<file path="src/rtl/parametrik_bolme_birimi_pkg.sv">
// Shared definitions for the iterative divider: operation codes, FSM states
// and the iteration-counter width helper.
package bolme_paket;

   typedef enum logic [1:0] {
      BOLME_DIVU = 2'b00,
      BOLME_REMU = 2'b01,
      BOLME_DIV  = 2'b10,
      BOLME_REM  = 2'b11
   } islem_t;

   typedef enum logic [1:0] {
      BOS     = 2'b00,
      HAZIRLA = 2'b01,
      BOL     = 2'b10,
      SONUC   = 2'b11
   } durum_t;

   function automatic int sayac_genisligi(input int veri_w, input int adim);
      return $clog2(veri_w / adim + 1);
   endfunction

endpackage

</file>
<file path="src/rtl/parametrik_bolme_birimi_adimi.sv">
// One combinational restoring-division step on a VERI_W+1 bit partial
// remainder; the top chains ADIM of these per cycle.
module bolme_adimi #(
   parameter int VERI_W = 32
) (
   input  logic [VERI_W:0]   kalan_i,
   input  logic [VERI_W-1:0] bolen_i,
   input  logic              bit_i,
   output logic [VERI_W:0]   kalan_o,
   output logic              bolum_biti_o
);

   logic [VERI_W:0] w_kaydirilmis;
   logic [VERI_W:0] w_fark;
   logic            w_odunc;

   assign w_kaydirilmis = {kalan_i[VERI_W-1:0], bit_i};
   assign w_fark        = w_kaydirilmis - {1'b0, bolen_i};

   // A set top bit on the incoming remainder means the shifted value exceeds
   // any divisor, so the subtraction can never truly borrow in that case.
   assign w_odunc       = w_fark[VERI_W] & ~kalan_i[VERI_W];
   assign bolum_biti_o  = ~w_odunc;
   assign kalan_o       = w_odunc ? w_kaydirilmis : w_fark;

endmodule

</file>
<file path="src/rtl/parametrik_bolme_birimi.sv">
// Iterative signed/unsigned divider with RISC-V DIV/DIVU/REM/REMU semantics.
// Optional result cache enabled by defining BOLME_ONBELLEK_EN.
module parametrik_bolme_birimi
   import bolme_paket::*;
#(
   parameter int VERI_W = 32,
   parameter int ADIM   = 2
) (
   input  logic              clk_i,
   input  logic              rst_i,
   input  logic              istek_gecerli_i,
   output logic              istek_hazir_o,
   input  logic [1:0]        islem_i,
   input  logic [VERI_W-1:0] bolunen_i,
   input  logic [VERI_W-1:0] bolen_i,
   input  logic              iptal_i,
   output logic              sonuc_gecerli_o,
   input  logic              sonuc_hazir_i,
   output logic [VERI_W-1:0] sonuc_o
);

   localparam int              ADIM_SAYISI = VERI_W / ADIM;
   localparam int              SW          = sayac_genisligi(VERI_W, ADIM);
   localparam logic [SW-1:0]   SAYAC_BAS   = SW'(ADIM_SAYISI);
   localparam logic [SW-1:0]   SAYAC_SON   = SW'(1);
   localparam logic [VERI_W-1:0] EN_NEGATIF = {1'b1, {(VERI_W-1){1'b0}}};

   durum_t              r_durum;
   islem_t              r_islem;
   logic [VERI_W-1:0]   r_bolunen;
   logic [VERI_W-1:0]   r_bolen;
   logic [VERI_W:0]     r_kalan;
   logic [SW-1:0]       r_sayac;
   logic                r_bolum_isareti;
   logic                r_kalan_isareti;
   logic                r_sonuc_gecerli;
   logic [VERI_W-1:0]   r_sonuc;

`ifdef BOLME_ONBELLEK_EN
   logic                r_ob_gecerli;
   logic                r_ob_isaretli;
   logic                r_ob_sa;
   logic                r_ob_sb;
   logic [VERI_W-1:0]   r_ob_a;
   logic [VERI_W-1:0]   r_ob_b;
   logic [VERI_W-1:0]   r_ob_bolum;
   logic [VERI_W-1:0]   r_ob_kalan;
   logic                r_ozel;
   logic                w_onbellek_isabet;
`endif

   logic                w_isaretli;
   logic                w_a_neg;
   logic                w_b_neg;
   logic [VERI_W-1:0]   w_a_mag;
   logic [VERI_W-1:0]   w_b_mag;
   logic                w_sifir;
   logic                w_tasma;
   logic [VERI_W-1:0]   w_kalan_alt;
   logic [VERI_W-1:0]   w_bolum_son;
   logic [VERI_W-1:0]   w_kalan_son;
   logic [VERI_W:0]     w_zincir [0:ADIM];
   logic [ADIM-1:0]     w_bolum_bitleri;

   assign istek_hazir_o   = (r_durum == BOS);
   assign sonuc_gecerli_o = r_sonuc_gecerli;
   assign sonuc_o         = r_sonuc;

   // Operand magnitudes and special-case detection, used while in HAZIRLA
   assign w_isaretli  = r_islem[1];
   assign w_a_neg     = w_isaretli & r_bolunen[VERI_W-1];
   assign w_b_neg     = w_isaretli & r_bolen[VERI_W-1];
   assign w_a_mag     = w_a_neg ? -r_bolunen : r_bolunen;
   assign w_b_mag     = w_b_neg ? -r_bolen : r_bolen;
   assign w_sifir     = (r_bolen == '0);
   assign w_tasma     = w_isaretli && (r_bolunen == EN_NEGATIF) && (r_bolen == '1);

   assign w_kalan_alt = r_kalan[VERI_W-1:0];
   assign w_bolum_son = r_bolum_isareti ? -r_bolunen : r_bolunen;
   assign w_kalan_son = r_kalan_isareti ? -w_kalan_alt : w_kalan_alt;

`ifdef BOLME_ONBELLEK_EN
   assign w_onbellek_isabet = r_ob_gecerli && (r_ob_isaretli == w_isaretli) &&
                              (r_ob_a == w_a_mag) && (r_ob_b == w_b_mag) &&
                              (r_ob_sa == w_a_neg) && (r_ob_sb == w_b_neg);
`endif

   // r_bolunen feeds dividend bits from the top and collects quotient bits at the bottom
   assign w_zincir[0] = r_kalan;
   for (genvar k = 0; k < ADIM; k++) begin : g_adim
      bolme_adimi #(.VERI_W(VERI_W)) u_adim (
         .kalan_i      (w_zincir[k]),
         .bolen_i      (r_bolen),
         .bit_i        (r_bolunen[VERI_W-1-k]),
         .kalan_o      (w_zincir[k+1]),
         .bolum_biti_o (w_bolum_bitleri[ADIM-1-k])
      );
   end

   always_ff @(posedge clk_i or posedge rst_i) begin
      if (rst_i) begin
         r_durum         <= BOS;
         r_islem         <= BOLME_DIVU;
         r_bolunen       <= '0;
         r_bolen         <= '0;
         r_kalan         <= '0;
         r_sayac         <= '0;
         r_bolum_isareti <= 1'b0;
         r_kalan_isareti <= 1'b0;
         r_sonuc_gecerli <= 1'b0;
         r_sonuc         <= '0;
`ifdef BOLME_ONBELLEK_EN
         r_ob_gecerli    <= 1'b0;
         r_ob_isaretli   <= 1'b0;
         r_ob_sa         <= 1'b0;
         r_ob_sb         <= 1'b0;
         r_ob_a          <= '0;
         r_ob_b          <= '0;
         r_ob_bolum      <= '0;
         r_ob_kalan      <= '0;
         r_ozel          <= 1'b0;
`endif
      end else if (iptal_i) begin
         r_durum         <= BOS;
         r_sonuc_gecerli <= 1'b0;
`ifdef BOLME_ONBELLEK_EN
         r_ob_gecerli    <= 1'b0;
`endif
      end else begin
         case (r_durum)
            BOS: begin
               if (istek_gecerli_i) begin
                  r_islem   <= islem_t'(islem_i);
                  r_bolunen <= bolunen_i;
                  r_bolen   <= bolen_i;
                  r_durum   <= HAZIRLA;
               end
            end
            HAZIRLA: begin
               r_kalan         <= '0;
               r_sayac         <= SAYAC_BAS;
               r_bolum_isareti <= w_a_neg ^ w_b_neg;
               r_kalan_isareti <= w_a_neg;
               r_bolunen       <= w_a_mag;
               r_bolen         <= w_b_mag;
               // Special cases preload quotient/remainder so SONUC needs no extra path
               if (w_sifir) begin
                  r_bolunen       <= '1;
                  r_kalan         <= {1'b0, r_bolunen};
                  r_bolum_isareti <= 1'b0;
                  r_kalan_isareti <= 1'b0;
                  r_durum         <= SONUC;
`ifdef BOLME_ONBELLEK_EN
                  r_ozel          <= 1'b1;
`endif
               end else if (w_tasma) begin
                  r_bolunen       <= EN_NEGATIF;
                  r_kalan         <= '0;
                  r_bolum_isareti <= 1'b0;
                  r_kalan_isareti <= 1'b0;
                  r_durum         <= SONUC;
`ifdef BOLME_ONBELLEK_EN
                  r_ozel          <= 1'b1;
               end else if (w_onbellek_isabet) begin
                  r_bolunen       <= r_ob_bolum;
                  r_kalan         <= {1'b0, r_ob_kalan};
                  r_ozel          <= 1'b1;
                  r_durum         <= SONUC;
`endif
               end else begin
                  r_durum         <= BOL;
`ifdef BOLME_ONBELLEK_EN
                  r_ozel          <= 1'b0;
                  r_ob_gecerli    <= 1'b0;
                  r_ob_isaretli   <= w_isaretli;
                  r_ob_sa         <= w_a_neg;
                  r_ob_sb         <= w_b_neg;
                  r_ob_a          <= w_a_mag;
                  r_ob_b          <= w_b_mag;
`endif
               end
            end
            BOL: begin
               r_kalan   <= w_zincir[ADIM];
               r_bolunen <= {r_bolunen[VERI_W-ADIM-1:0], w_bolum_bitleri};
               r_sayac   <= r_sayac - SAYAC_SON;
               if (r_sayac == SAYAC_SON) begin
                  r_durum <= SONUC;
               end
            end
            SONUC: begin
               if (!r_sonuc_gecerli) begin
                  r_sonuc         <= r_islem[0] ? w_kalan_son : w_bolum_son;
                  r_sonuc_gecerli <= 1'b1;
`ifdef BOLME_ONBELLEK_EN
                  if (!r_ozel) begin
                     r_ob_bolum   <= r_bolunen;
                     r_ob_kalan   <= w_kalan_alt;
                     r_ob_gecerli <= 1'b1;
                  end
`endif
               end else if (sonuc_hazir_i) begin
                  r_sonuc_gecerli <= 1'b0;
                  r_durum         <= BOS;
               end
            end
            default: r_durum <= BOS;
         endcase
      end
   end

endmodule

</file>
<file path="config.mk">
export PLATFORM = sky130hd
export DESIGN_NAME = parametrik_bolme_birimi
export DESIGN_NICKNAME = d
export VERILOG_FILES = /design/src/rtl/parametrik_bolme_birimi_pkg.sv /design/src/rtl/parametrik_bolme_birimi_adimi.sv /design/src/rtl/parametrik_bolme_birimi.sv
export SDC_FILE = /design/constraint.sdc
export NUM_CORES = 1
export LEC_CHECK = 0
export ABC_AREA = 1
export ABC_CLOCK_PERIOD_IN_PS = 7280
export CAP_MARGIN = 20
export CORE_MARGIN = 3
export CORE_UTILIZATION = 50
export CTS_CLUSTER_DIAMETER = 200
export DETAILED_ROUTE_END_ITERATION = 7
export PLACE_DENSITY = 0.7
export SYNTH_ARGS = -nofsm -noshare
export SYNTH_HDL_FRONTEND = slang
export SYNTH_SLANG_ARGS = --single-unit
</file>
<file path="constraint.sdc">
create_clock -name clk_i -period 7.28 [get_ports clk_i]
set_input_delay 1.82 -clock clk_i [delete_from_list [all_inputs] [get_ports clk_i]]
set_output_delay 1.82 -clock clk_i [all_outputs]
set_load 0.005 [all_outputs]
</file>
Fig. 1: run 1, I/O nets highlighted
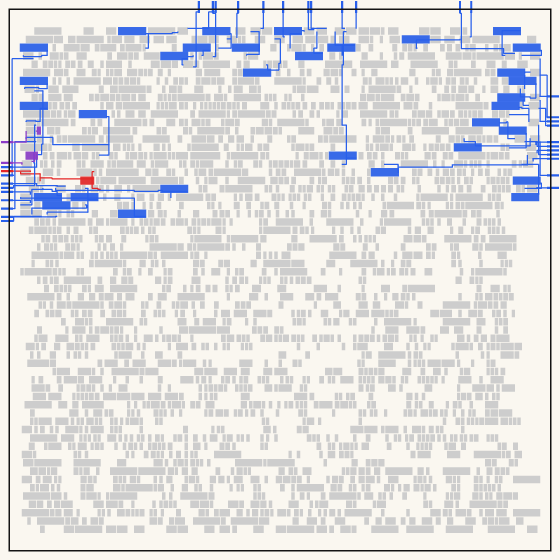
- blue: `sonuc_o` (bits 32; direction output; edge 12 top, 11 right, 9 left; end cells 32; buffers 32; wire 1050 um)
- purple: `islem_i` (bits 2; direction input; edge left; end cells 2; buffers 2; wire 16.1 um)
- red: `istek_hazir_o` (bits 1; direction output; edge left; end cells 1; buffers 1; wire 42.9 um)
I/O pin cnt: 105
Port Buffers: 104

Fig. 2: run 1, placed cells, one color a class
The bar under the picture is 50 um long.
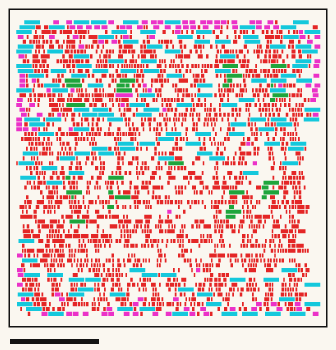
- green: clock drivers and dummy loads (cells 32; share of their area 3.7%)
- magenta: remaining buffers and delay cells (cells 121; share of their area 7.4%)
- cyan: registers (cells 141; share of their area 22%)
- red: remaining logic cells (cells 2074; share of their area 67%)
final instance area: 16450 um^2
num rows: 61
post-layout util: 58.11%

Fig. 3: run 1, routing congestion map
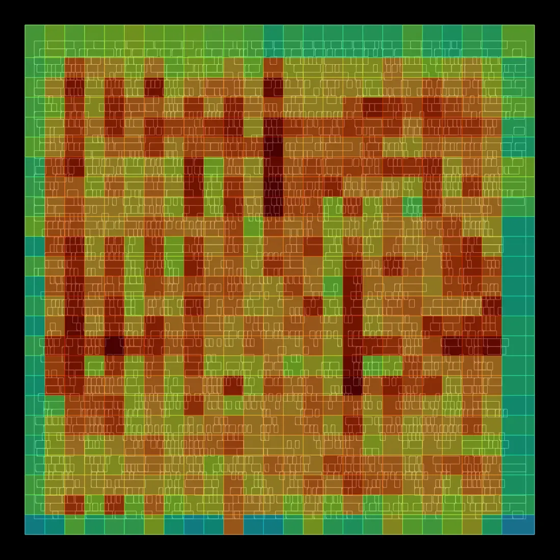
met2 Resource Use GR: 56.84%
grt met3 use: 6.113%
grt peak-use layer: met2
Global Route met1 Usage: 49.34%
Wirelength per Cell: 20.64 um

Fig. 4: run 1, cells by drive strength
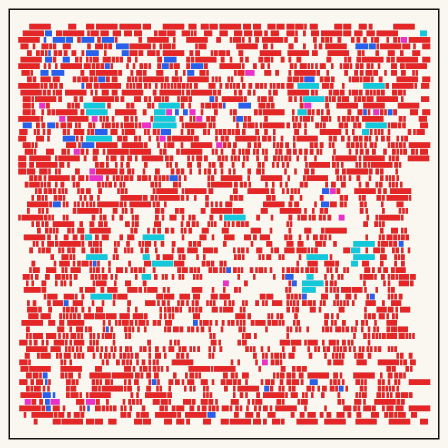
- magenta: x3 and x4 (cells 23; share 0.97%)
- red: x1 and smaller (cells 2251; share 95%)
- cyan: x6 and larger (cells 30; share 1.3%)
- blue: x2 (cells 64; share 2.7%)
Non-clock buffers: 121
post-route setup slack: 1065 ps
area growth from synthesis to layout: 12.65%

==> run 1: worst reg2reg max path, delay by kind of cell (launching register included) <==
family | cells | cell delay, ps
AND/OR/NAND/NOR | 22 | 3020
buffers and inverters | 7 | 1150
adder cells (fa/ha/maj) | 3 | 1020
AND-OR/OR-AND | 2 | 530
flip-flops | 1 | 420
==> run 1: metal layers <==
layer | part of all wire, % | up-vias
met1 | 43 | 7810
met2 | 45 | 862
met5 | 0 | -
li1 | - | 7803
met3 | 8.4 | 148
met4 | 4.2 | 0
==> run 1: sequential cells by signal, summed over array words and instances (netlist names) <==
name,cells
r_bolunen,32
r_sayac,5
r_bolen,32
sonuc_o,32
r_islem,2
r_kalan,33
r_durum,2
sonuc_gecerli_o,1
r_kalan_isareti,1
r_bolum_isareti,1
==> flow_metrics.env, run 1 <==
# implementation run metrics
export IMPL_outcome="complete, no violations"
export IMPL_synth_avg_cell_area_um2=6.328
export IMPL_largest_cell_class="combinational gates"
export IMPL_clk_pin_slew_ps=70
export IMPL_critical_path_buf_inv_count=7
export IMPL_synth_area_top_cells="dfrtp_1, nand2_1, inv_1"
export IMPL_synth_top_area_share_pct=24.16
export IMPL_die_area_um2=31300
export IMPL_fp_dieW_um=176.9
export IMPL_grt_antenna_before_repair=0
export IMPL_final_nets=2503
export IMPL_adder_share_pct=6.699
export IMPL_cts_tree="yes"
export IMPL_final_cell_mix="nand2_1, inv_1, nor2_1"
export IMPL_numClockSinks=141
export IMPL_logic_area_um2=9440
export IMPL_seq_share_pct=21.44
export IMPL_insertion_delay_ps=450
export IMPL_inv_count=327
export IMPL_yosys_warnings=0
export IMPL_cts_resized=0
export IMPL_grt_max_degree=73
export IMPL_cts_htree_levels=4
export IMPL_cpPeakStageDelay_ps=600
export IMPL_final_clk_cell_share_pct=3.582
export IMPL_placedCellCount=2713
export IMPL_reg2reg_to="r_kalan[22]"
export IMPL_cts_buffers=17
export IMPL_layout_cells_most_common="nand2_1"
export IMPL_comb_share_pct=57.38
export IMPL_reg2reg_from="r_bolunen[31]"
export IMPL_r2r_slack_ps=1060
export IMPL_synthTopLogicFamily="simple AND/OR/NAND/NOR gates"
export IMPL_grt_pass1_vias=15630
export IMPL_rr_worst_depth=34
export IMPL_maxCapViolCount=0
export IMPL_comb_cells=1747
export IMPL_cp_num_cells=34
export IMPL_synth_seq_share_pct=24.16
export IMPL_setup_tns_ps=0
export IMPL_simple_gate_share_pct=31.22
export IMPL_synthAoiAreaFrac_pct=20.95
export IMPL_tightestPinTransition_ps=1003
export IMPL_flop_count=141
export IMPL_cp_arrival_ps=6560
--- run 2 (diff from run 1) ---
PLACE_DENSITY = not set   (was 0.7)
PLACE_DENSITY_LB_ADDON = 0.3   (was not set)
Fig. 5: run 2, I/O nets highlighted
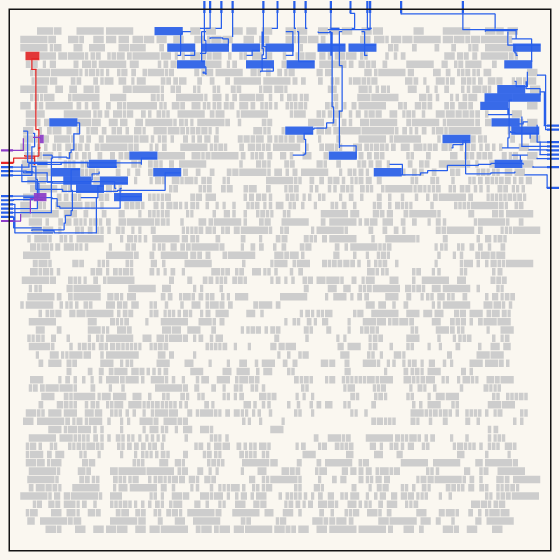
- red: `istek_hazir_o` (bits 1; direction output; edge left; end cells 1; buffers 1; wire 54.3 um)
- purple: `islem_i` (bits 2; direction input; edge left; end cells 2; buffers 2; wire 24.9 um)
- blue: `sonuc_o` (bits 32; direction output; edge 14 top, 9 left, 9 right; end cells 32; buffers 32; wire 1240 um)

==> run 2 against run 1 <==
Clock skew rose by 3.1 ps. Core utilization is 0.14 points higher. Critical endpoint is now r_kalan[7]. First-iteration DRC count decreased by 0.76%. Cell area is 0.24% higher. Via count about the same. Largest cell class unchanged. Sequential share of layout area shrank 0.052 points. Register-to-register slack improved by 50 ps.
==> flow_metrics.env, run 2 <==
# implementation run metrics
export IMPL_outcome="complete, no violations"
export IMPL_adder_share_pct=6.699
export IMPL_die_area_um2=31300
export IMPL_grt_antenna_before_repair=0
export IMPL_comb_cells=1747
export IMPL_critical_path_buf_inv_count=6
export IMPL_yosys_warnings=0
export IMPL_cts_tree="yes"
export IMPL_top_layer="met4"
export IMPL_synthTopLogicFamily="simple AND/OR/NAND/NOR gates"
export IMPL_portBuffers=104
export IMPL_nNonClkBuffers=123
export IMPL_largest_reg_flops=33
export IMPL_design_area_um2=16490
export IMPL_synth_seq_share_pct=24.16
export IMPL_area_growth_pct=12.93
export IMPL_cp_arrival_ps=6500
export IMPL_gr_usage_met2_pct=56.81
export IMPL_cts_buffers=17
export IMPL_simple_gate_share_pct=31.22
export IMPL_seq_share_pct=21.39
export IMPL_cpPeakStageDelay_ps=600
export IMPL_cts_htree_levels=4
export IMPL_maxCapViolCount=0
export IMPL_globalRoute_busiestLayer="met2"
export IMPL_setup_tns_ps=0
export IMPL_met1_length_mm=23.91
export IMPL_grt_use_met1_pct=48.73
export IMPL_tightestPinTransition_ps=1010
export IMPL_fp_dieW_um=176.9
export IMPL_final_nets=2505
export IMPL_layout_cells_most_common="nand2_1"
export IMPL_clk_pin_slew_ps=70
export IMPL_inv_count=327
export IMPL_final_cell_mix="nand2_1, inv_1, nor2_1"
export IMPL_reg2reg_to="r_kalan[7]"
export IMPL_dr_wl_met3_mm=5.032
export IMPL_placedCellCount=2715
export IMPL_grt_max_degree=73
Fig. 6: run 2, routing congestion map
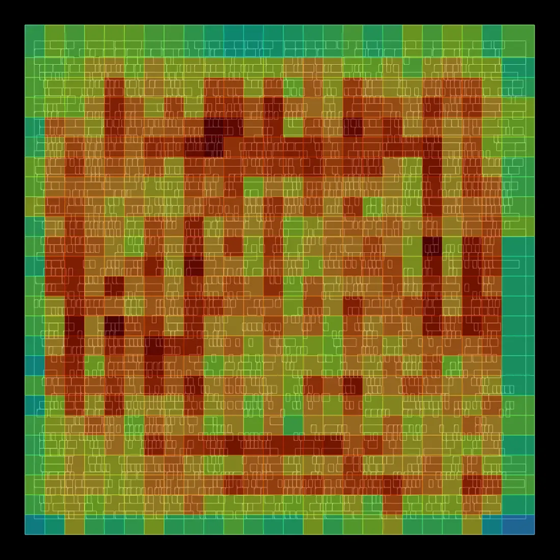
post-layout util: 58.25%
Wirelength per Cell: 20.73 um
Global Route Usage Sum: 35.99%

[run 2: cell counts after synthesis]
No cell type changed its count.
[run 2: worst max path at each step]
stage                       end  slack [ps]  cells past startpoint
CTS                  r_kalan[7]        1180                     33
global placement     r_kalan[0]        1220                     33
floorplan            r_bolen[0]        1680                      1
finish               r_kalan[7]        1110                     33
global route        r_kalan[12]         420                     33
detailed placement   r_kalan[7]        1230                     33
--- run 3 (diff from run 2) ---
ABC_CLOCK_PERIOD_IN_PS = 5300   (was 7280)
clock period = 5.3 ns   (was 7.28 ns; I/O delays follow)
Fig. 7: run 3, routing congestion map
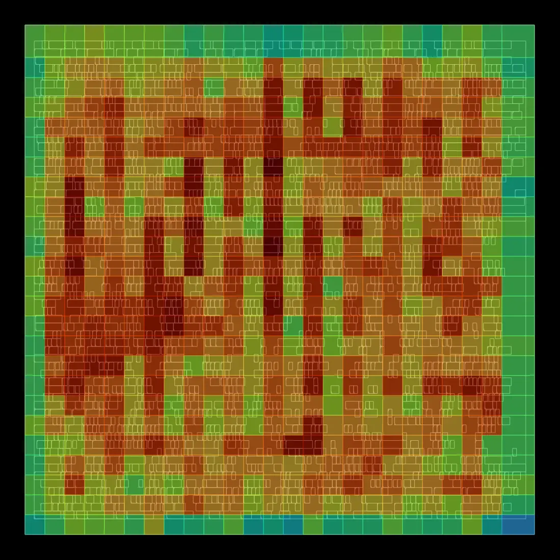
post-layout util: 59.54%
met2 Resource Use GR: 57.72%
Wirelength per Cell: 20.88 um
grt met3 use: 7.679%
Global Route Usage Sum: 37.13%

==> run 3 against run 2 <==
Hold slack worse by 4.4 ps. Die area unchanged. Clock skew about the same. Fmax up 22%. Cell area up 2.2%. Routed wire length up 2.4%. Critical path type unchanged. Highest routed layer is now met5.
==> flow_metrics.env, run 3 <==
# implementation run metrics
export IMPL_cts_max_path_buffers=2
export IMPL_largest_reg_flops=33
export IMPL_layout_cells_most_common="nand2_1"
export IMPL_clock_skew_ps=16.24
export IMPL_overflow=0
export IMPL_cts_buffers=17
export IMPL_cts_tree="yes"
export IMPL_cts_htree_levels=4
export IMPL_top_layer="met5"
export IMPL_cp_slowest_cell="nor3_1"
export IMPL_hold_viol=0
export IMPL_startpoint_type="register"
export IMPL_largest_cell_class="combinational gates"
export IMPL_area_growth_pct=15.44
export IMPL_simple_gate_share_pct=31.22
export IMPL_dr_wl_met3_mm=5.451
export IMPL_core_area_um2=28320
export IMPL_grt_antenna_before_repair=1
export IMPL_final_cell_mix="nand2_1, inv_1, nor2_1"
export IMPL_place_gp_congestion=1.043
export IMPL_die_h_um=176.9
export IMPL_placedCellCount=2761
export IMPL_comb_cells=1747
export IMPL_regMostFlops="r_kalan"
export IMPL_final_nets=2552
export IMPL_grt_max_degree=98
export IMPL_inv_count=327
export IMPL_critPathKind="register to register"
export IMPL_grt_pass1_wl_mm=89.70
export IMPL_fp_dieW_um=176.9
export IMPL_seq_share_pct=20.93
export IMPL_setup_tns_ps=0
export IMPL_cp_arrival_ps=5450
export IMPL_cpPeakStageDelay_ps=670
export IMPL_synth_seq_share_pct=24.16
export IMPL_logic_area_um2=9463
export IMPL_yosys_warnings=0
export IMPL_postSynthCellCount=2308
export IMPL_numSynthFlops=141
export IMPL_crit_required_ps=5680
export IMPL_drv_slew=0
export IMPL_design_area_um2=16860
export IMPL_critical_path_buf_inv_count=7
export IMPL_fmax_mhz=197.5
export IMPL_synthTopLogicFamily="simple AND/OR/NAND/NOR gates"
export IMPL_portBuffers=104
export IMPL_hold_path_class="register to register"
export IMPL_comb_share_pct=56.13
export IMPL_rows=61
export IMPL_adder_share_pct=6.699
export IMPL_nNonClkBuffers=170
export IMPL_outcome="complete, no violations"
export IMPL_dpl_hpwl_mm=45.69
export IMPL_wl_met2_mm=25.44
export IMPL_maxCapViolCount=0
export IMPL_seq_area_um2=3528
export IMPL_worstPathMaxFanout=23
export IMPL_slew_headroom_pct=31.01
export IMPL_met1_length_mm=24.39
export IMPL_numClockSinks=141
export IMPL_synth_nets=2456
export IMPL_synth_avg_cell_area_um2=6.328
export IMPL_clk_pin_slew_ps=70
export IMPL_ys_types=49
export IMPL_die_area_um2=31300
export IMPL_reg2reg_to="r_kalan[5]"
export IMPL_tightestPinTransition_ps=1035
Fig. 8: run 3, wire density map
The bar under the picture is 50 um long. 35 x 35 tiles, from dark purple (low) to yellow (high), scaled to the fullest tile. Values are wire area over tile area, all layers added.
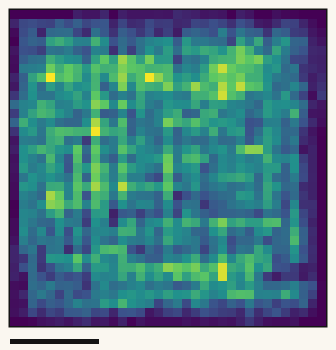
- fullest tile: 0.82
- tiles over half the peak: 29%
- nearly empty tiles: 3.8%
- mean over tiles: 0.32
final wirelength: 58.33 mm
Vias: 16790

## run 3: cell counts after synthesis
No cell type changed its count.
## run 3: worst max path at each step
stage	start	endpoint	slack, ps	cells past startpoint
CTS	r_bolunen[31]	r_kalan[23]	220	33
detailed placement	r_bolunen[31]	r_kalan[23]	260	33
global route	r_bolunen[31]	r_kalan[5]	-4	34
floorplan	rst_i	r_bolen[0]	190	1
global placement	r_bolunen[31]	r_kalan[29]	280	28
finish	r_bolen[16]	r_kalan[5]	240	28
## run 3: repair_timing
item / 4_1_cts / 5_1_grt
endpoints found under the setup margin: 0 / 34
buffers inserted: 0 / 1
hold buffers: 0 / 0
gates resized: 0 / 15
## run 3: layer usage
metal / global-route usage [%] / vias up
met4: 17.05 / 2
met5: 0 / -
met1: 49.72 / 7810
met3: 7.679 / 157
li1: - / 7899
met2: 57.72 / 920
